[config.mk]
export PLATFORM = sky130hd
export DESIGN_NAME = addr_slot_arbiter_flat
export DESIGN_NICKNAME = d
export VERILOG_FILES = /design/src/rtl/addr_slot_arbiter_if.sv /design/src/rtl/addr_slot_arbiter.sv /design/src/flat_wrapper.sv
export SDC_FILE = /design/constraint.sdc
export NUM_CORES = 1
export LEC_CHECK = 0
export CORE_MARGIN = 4
export CORE_UTILIZATION = 44
export CTS_CLUSTER_SIZE = 8
export DETAILED_ROUTE_END_ITERATION = 10
export PLACE_DENSITY = 0.85
export SYNTH_ARGS = -nofsm -noshare
export SYNTH_HDL_FRONTEND = slang
export SYNTH_SLANG_ARGS = --single-unit
[constraint.sdc]
create_clock -name sysClk -period 2 [get_ports sysClk]
set_input_delay 0.4 -clock sysClk [delete_from_list [all_inputs] [get_ports sysClk]]
set_output_delay 0.4 -clock sysClk [all_outputs]
set_load 0.01 [all_outputs]
[src/rtl/addr_slot_arbiter_if.sv]
// addr_slot_arbiter_if: request/grant bundle between master address-control blocks, arbiter and address mux
interface addr_slot_arbiter_if #(
    parameter int NUM_MASTERS       = 4,
    parameter int NUM_MASTERS_WIDTH = 2,
    parameter int NUM_SLAVES_WIDTH  = 2
);
    logic [NUM_MASTERS-1:0]                  reqValidQual;
    logic [NUM_MASTERS*NUM_SLAVES_WIDTH-1:0] reqSlaveID;
    logic                                    slotReady;
    logic                                    grantValid;
    logic [NUM_MASTERS-1:0]                  grantOneHot;
    logic [NUM_MASTERS_WIDTH-1:0]            grantMasterNum;
    logic [NUM_SLAVES_WIDTH-1:0]             grantSlaveID;
    logic [NUM_MASTERS-1:0]                  openTransInc;

    modport slave (
        input  reqValidQual, reqSlaveID, slotReady,
        output grantValid, grantOneHot, grantMasterNum, grantSlaveID, openTransInc
    );

    modport master (
        output reqValidQual, reqSlaveID, slotReady,
        input  grantValid, grantOneHot, grantMasterNum, grantSlaveID, openTransInc
    );
endinterface

[src/rtl/addr_slot_arbiter.sv]
// addr_slot_arbiter: round-robin master arbiter presenting one registered master/slave grant at a time
// to the crossbar address mux, pulsing openTransInc back to the master on each accepted handshake.
module addr_slot_arbiter #(
    parameter int NUM_MASTERS       = 4,
    parameter int NUM_MASTERS_WIDTH = 2,
    parameter int NUM_SLAVES_WIDTH  = 2
) (
    input logic                sysClk,
    input logic                sysReset,
    addr_slot_arbiter_if.slave bus
);
    localparam int MW = NUM_MASTERS_WIDTH;
    localparam int SW = NUM_SLAVES_WIDTH;

    typedef enum logic [1:0] {IDLE, GRANT, SETTLE} state_t;

    state_t                 state_q, state_d;
    logic [MW-1:0]          last_grant_q, last_grant_d;
    logic                   grant_valid_q, grant_valid_d;
    logic [NUM_MASTERS-1:0] grant_one_hot_q, grant_one_hot_d;
    logic [MW-1:0]          grant_master_q, grant_master_d;
    logic [SW-1:0]          grant_slave_q, grant_slave_d;
    logic [NUM_MASTERS-1:0] open_inc_q, open_inc_d;

    logic [SW-1:0] slave_id [NUM_MASTERS];
    logic [MW-1:0] winner;
    logic [MW-1:0] idx;
    logic          found;

    for (genvar g = 0; g < NUM_MASTERS; g++) begin : g_slice
        assign slave_id[g] = bus.reqSlaveID[g*SW +: SW];
    end

    // Scan from the farthest candidate down so the one nearest lastGrant+1 overwrites the rest.
    always_comb begin
        winner = '0;
        found  = 1'b0;
        idx    = '0;
        for (int i = NUM_MASTERS; i >= 1; i--) begin
            idx = MW'((int'(last_grant_q) + i) % NUM_MASTERS);
            if (bus.reqValidQual[idx]) begin
                winner = idx;
                found  = 1'b1;
            end
        end
    end

    always_comb begin
        state_d         = state_q;
        last_grant_d    = last_grant_q;
        grant_valid_d   = grant_valid_q;
        grant_one_hot_d = grant_one_hot_q;
        grant_master_d  = grant_master_q;
        grant_slave_d   = grant_slave_q;
        open_inc_d      = '0;
        case (state_q)
            IDLE: begin
                if (found) begin
                    state_d         = GRANT;
                    grant_valid_d   = 1'b1;
                    grant_one_hot_d = NUM_MASTERS'(1) << winner;
                    grant_master_d  = winner;
                    grant_slave_d   = slave_id[winner];
                end
            end
            GRANT: begin
                // slotReady alone completes the handshake, so a same-cycle withdrawal still counts.
                if (bus.slotReady) begin
                    state_d         = SETTLE;
                    grant_valid_d   = 1'b0;
                    grant_one_hot_d = '0;
                    open_inc_d      = grant_one_hot_q;
                    last_grant_d    = grant_master_q;
                end else if (!bus.reqValidQual[grant_master_q]) begin
                    state_d         = IDLE;
                    grant_valid_d   = 1'b0;
                    grant_one_hot_d = '0;
                end
            end
            SETTLE:  state_d = IDLE;
            default: state_d = IDLE;
        endcase
    end

    always_ff @(posedge sysClk or negedge sysReset) begin
        if (!sysReset) begin
            state_q         <= IDLE;
            last_grant_q    <= MW'(NUM_MASTERS - 1);
            grant_valid_q   <= 1'b0;
            grant_one_hot_q <= '0;
            grant_master_q  <= '0;
            grant_slave_q   <= '0;
            open_inc_q      <= '0;
        end else begin
            state_q         <= state_d;
            last_grant_q    <= last_grant_d;
            grant_valid_q   <= grant_valid_d;
            grant_one_hot_q <= grant_one_hot_d;
            grant_master_q  <= grant_master_d;
            grant_slave_q   <= grant_slave_d;
            open_inc_q      <= open_inc_d;
        end
    end

    assign bus.grantValid     = grant_valid_q;
    assign bus.grantOneHot    = grant_one_hot_q;
    assign bus.grantMasterNum = grant_master_q;
    assign bus.grantSlaveID   = grant_slave_q;
    assign bus.openTransInc   = open_inc_q;
endmodule

[src/flat_wrapper.sv]
// flat-port wrapper written by rule: the top's interface ports become plain ports
module addr_slot_arbiter_flat 
#(
    parameter int NUM_MASTERS       = 4,
    parameter int NUM_MASTERS_WIDTH = 2,
    parameter int NUM_SLAVES_WIDTH  = 2
)
  (sysClk, sysReset, bus_reqValidQual, bus_reqSlaveID, bus_slotReady, bus_grantValid, bus_grantOneHot, bus_grantMasterNum, bus_grantSlaveID, bus_openTransInc);
  addr_slot_arbiter_if #(.NUM_MASTERS(NUM_MASTERS), .NUM_MASTERS_WIDTH(NUM_MASTERS_WIDTH), .NUM_SLAVES_WIDTH(NUM_SLAVES_WIDTH)) bus_i ();
  input logic sysClk;
  input logic sysReset;
  input wire logic [$bits(bus_i.reqValidQual)-1:0] bus_reqValidQual;
  input wire logic [$bits(bus_i.reqSlaveID)-1:0] bus_reqSlaveID;
  input wire logic [$bits(bus_i.slotReady)-1:0] bus_slotReady;
  output wire logic [$bits(bus_i.grantValid)-1:0] bus_grantValid;
  output wire logic [$bits(bus_i.grantOneHot)-1:0] bus_grantOneHot;
  output wire logic [$bits(bus_i.grantMasterNum)-1:0] bus_grantMasterNum;
  output wire logic [$bits(bus_i.grantSlaveID)-1:0] bus_grantSlaveID;
  output wire logic [$bits(bus_i.openTransInc)-1:0] bus_openTransInc;
  assign bus_i.reqValidQual = bus_reqValidQual;
  assign bus_i.reqSlaveID = bus_reqSlaveID;
  assign bus_i.slotReady = bus_slotReady;
  assign bus_grantValid = bus_i.grantValid;
  assign bus_grantOneHot = bus_i.grantOneHot;
  assign bus_grantMasterNum = bus_i.grantMasterNum;
  assign bus_grantSlaveID = bus_i.grantSlaveID;
  assign bus_openTransInc = bus_i.openTransInc;
  addr_slot_arbiter #(.NUM_MASTERS(NUM_MASTERS), .NUM_MASTERS_WIDTH(NUM_MASTERS_WIDTH), .NUM_SLAVES_WIDTH(NUM_SLAVES_WIDTH)) u_core (.sysClk(sysClk), .sysReset(sysReset), .bus(bus_i));
endmodule
**Routed clock nets over the placement**

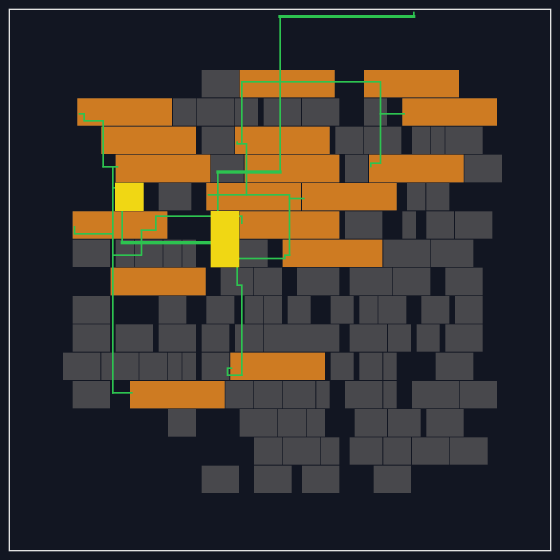
legend:
  yellow:
    item: clock drivers
    count: 3
  green:
    item: clock wires
    length: 182 um
  orange:
    item: flip-flops
    count: 17
routed clock nets: 4

**Placement view**

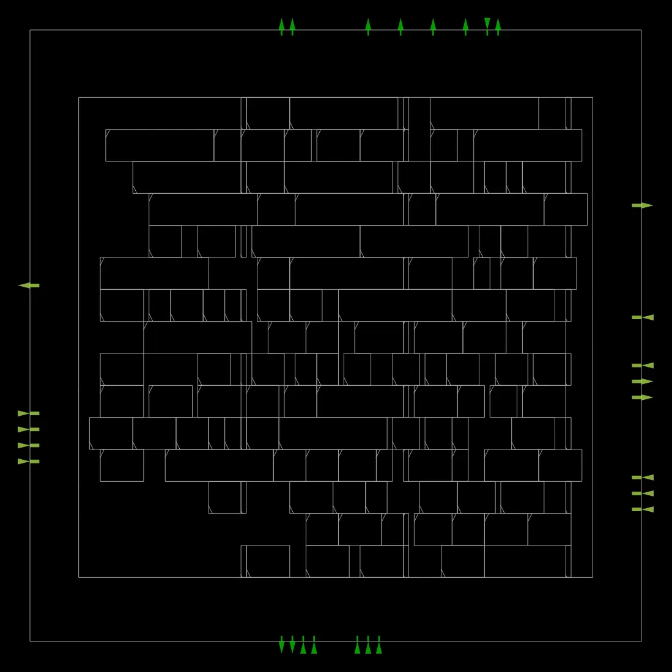
non-filler cells, final: 140
fill count: 130
sequential share of cell area: 0.341

worst register-to-register path: cells and delay by family, from the launching register on:
kind / cells / cell delay, ps
and+or+nand+nor: 1 / 90
DFF: 1 / 610
AOI/OAI and AO/OA: 3 / 670
muxes: 1 / 230
cells in the final DEF, fill, tap and decap left out, drive strengths merged, types with 2 or more instances in the layout:
cell type,n
a211oi,8
a21o,2
a21oi,4
a22o,4
and2,5
buf,10
clkbuf,3
clkdlybuf4s50,27
dfrtp,15
dfstp,2
inv,3
mux2,2
mux2i,4
nor2,5
nor2b,3
o21ai,4
per-layer routing:
metal | GRT usage | share of wire
met1 | 0.210 | 0.43
met2 | 0.259 | 0.51
met3 | 0.0401 | 0.061
met4 | 0.0262 | 0
met5 | 0 | 0
==> run summary <==
Post-synthesis instance total - 74
Crit path max-delay cell type - sky130_fd_sc_hd__clkdlybuf4s50_1
Share of power burned in registers - 0.389
DRC violation count after routing - 0
Post-synth ARST share - 1.00
Count of clock buffers in the final design - 3
Maximum number of buffers from clock root to sink - 2
Fraction of final layout cells with drive strength greater than 1 - 0.226
Post-detailed-placement half-perimeter wirelength - 1560 um
Fraction of synthesized cell area taken by the top area cell type - 0.441
Group with the largest share of power - combinational logic
Final-report hold violation count - 0
Number of tapcells - 25
Type of element launching the critical path - primary input
Most area-consuming cells after synthesis - sky130_fd_sc_hd__dfrtp_1, sky130_fd_sc_hd__a211oi_1, sky130_fd_sc_hd__dfstp_2
Instance area at placement - 1230 um^2
Power after layout - 0.00163 W
Largest delay contributor family on the critical path - AND-OR/OR-AND gates
Remaining number of nets flagged by the antenna check after routing - 0
Area of the chip - 2700 um^2
Run status - completed
Sequential cells - 17
Clock-pin slew reported for the worst setup and hold paths after clock tree synthesis - 100 ps
Dominant combinational family - AND-OR/OR-AND gates
Final critical-path share of the clock period - 0.880
Number of instances in the placed design - 136
Post-CTS repair timing setup buffer count - 0
Final Slew Violations - 0
CTS tree - done
Post-Synthesis Net Count - 89
EDFF count, synth - 0
Post-Route Utilization - 0.704
Via-per-instance ratio - 5.16
Share of synthesized area occupied by flip-flops and latches - 0.503
Critical Path Sink - u_core.bus.grantOneHot[3]$_DFFE_PN0P_
Final worst path period need - 1760 ps
Power density normalized to cell area - 1300 nW/um^2
Floorplan die width - 52.0 um
Number of warnings the tools reported - 26
Required @ worst endpoint - 2180 ps
Count of hold buffers inserted by post-cts repair - 0
Highest attainable clock frequency - 568 MHz
Initial detailed-routing violation count - 13
Most frequent cell after synthesis - sky130_fd_sc_hd__dfrtp_1
Max Cap Viol - 0
Most area-hungry cell class in the final design - sequential cells
Power figures rest on the tool's default switching activity, not on a simulated workload.
